Design lwc_postprocessor, sky130hd; sources not shown.
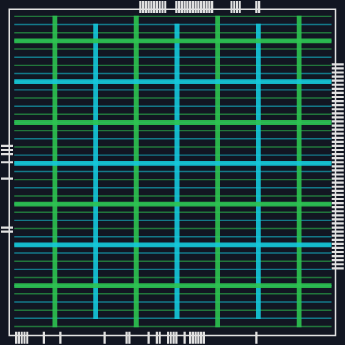
Fig. 1. Supply network.
Scale: 3 px per micron. Pins as bars on the die edge.
legend:
  green:
    net: VSS
  cyan:
    net: VDD
met1 rails: 39
met4 straps: 7
met5 straps: 7
rows: 38
signal pins: 113
die width: 108 microns
die height: 108 microns
Peak VDD IR: 0.000785 V

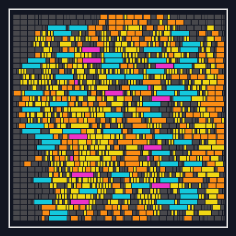
Fig. 2. Cells coloured by class.
Scale: 2 px per micron. Fill, decap, tap and diode cells in grey.
legend:
  cyan:
    class: registers
    cells: 59
    share_of_their_area: 21%
  orange:
    class: remaining buffers and delay cells
    cells: 222
    share_of_their_area: 32%
  magenta:
    class: clock drivers and dummy loads
    cells: 14
    share_of_their_area: 3.9%
  yellow:
    class: remaining logic cells
    cells: 537
    share_of_their_area: 42%
Core ar.: 10900 sq um
utilization after layout: 65.0%
Finished Cell Area: 7110 sq um
row cnt: 38
flop share of the area: 20.8%

==> impl_metrics.ini <==
; yosys + openroad results
[yosys]
synth_warnings = 0
largest_area_cell = dfrtp_1
syn_nets = 696
ys_ff = 59
top_cell_area_share_pct = 37.4
syn_area_sq_um = 3950
synth.area.top_cells = dfrtp_1 (37%), nand2_1 (26%), nor2_1 (6.9%)

[critical_path]
cp-end-kind = output port
reg2reg_depth = 16
r2r_slack_ns = 0.09
cp_slowest_cell = dfrtp_1
cp.required_ns = 1.56
crit_arrival_ns = 1.99

[status]
status = finished with violations
violations = setup timing

[clocking]
cts_num_sinks = 59

[timing]
finalSetupViolCount = 34
tightest_slew_ns = 0.351
fin_ws_ns = -0.428
holdWs_ns = 0.278

[pwr]
p_int_mw = 5.57

[route]
drc = 0

[grt]
grtUsageMet2_pct = 40.9
grt_max_degree = 60
-- cell usage in the layout, fill, tap and decap left out, types with 2 or more instances in the layout --
master,netlist,routed
nand3_4,0,8
buf_12,0,11
inv_6,0,2
nor2_1,73,58
nor2_4,1,9
clkinvlp_4,0,2
nor3_4,1,2
buf_8,0,3
a31oi_1,2,2
nand2_2,6,16
nor3_2,0,2
o21ai_0,35,18
inv_2,4,7
a22oi_1,2,2
nand4_1,6,6
or2_2,2,2
o22ai_1,3,3
buf_4,4,85
nor2_2,3,10
clkdlybuf4s50_1,0,72
a21oi_1,13,11
clkbuf_16,0,10
nand3_2,1,12
dfrtp_1,59,58
nand2_8,0,2
a21oi_2,0,2
inv_1,34,31
buf_2,5,2
nand2_4,2,17
nand2_1,276,249
nand3_1,41,22
ha_4,0,2
o21ai_4,0,6
nand3b_1,3,3
xor2_1,8,8
o21ai_2,0,10
nor3_1,10,7
clkinv_2,1,2
buf_6,3,45
-- layer usage --
layer / vias to the layer above / wire length (microns) / share of wire, %
met5: - / 0 / 0
met4: 0 / 336 / 2.4
met3: 29 / 792 / 5.6
met2: 150 / 6620 / 47
met1: 2126 / 6290 / 45
li1: 2370 / - / -
-- cells by family after synthesis --
logic type | count (synthesis) | share of synthesized area [%]
and+or+nand+nor | 426 | 44.9
buffers and inverters | 64 | 7.22
DFF | 59 | 37.4
AOI/OAI and AO/OA | 56 | 7.45
xor gates and xnor gates | 8 | 1.77
adders and majority gates | 3 | 0.951
muxes | 1 | 0.285
-- repair_timing --
action / 4_1_cts / 5_1_grt
hold endpoints to repair: 59 / 0
gates cloned: 2 / 2
endpoints found under the setup margin: 34 / 85
buffers inserted: 30 / 12
hold buffers: 1 / 0
resized: 145 / 62
pin swaps: 11 / 16
-- power by group through the flow --
stage	registers, mW	clock network, mW	logic (mW)
floorplan	1.90	0	3.34
global placement	1.88	0	5.47
detailed placement	1.89	0	5.53
CTS	1.89	1.34	6.37
global route	1.96	1.40	7.46
finish	1.91	1.32	6.84
-- worst reg2reg max path, delay by kind of cell (launching register included) --
kind                   cells  cell delay [ns]
buffers and inverters      7             0.74
and+or+nand+nor            9             0.66
DFF                        1             0.39
-- per-stage QoR --
stage	util (%)	area (sq um)	std cells
final	65.0	7110	972
after global routing	65.0	7110	972
after CTS	62.4	6820	965
after detailed placement	53.7	5870	920
after global placement	53.7	5870	920
after floorplan	-	4130	617
-- cell type report --
type,instances,share of cell area (%)
Clock inverter,5,0.669
Tap cell,140,2.46
Inverter,41,2.54
Multi-Input combinational cell,494,38.7
Timing Repair Buffer,222,31.5
Sequential cell,59,20.8
Clock buffer,9,3.17
Timing Repair inverter,2,0.229
Power figures rest on the tool's default switching activity, not on a simulated workload.
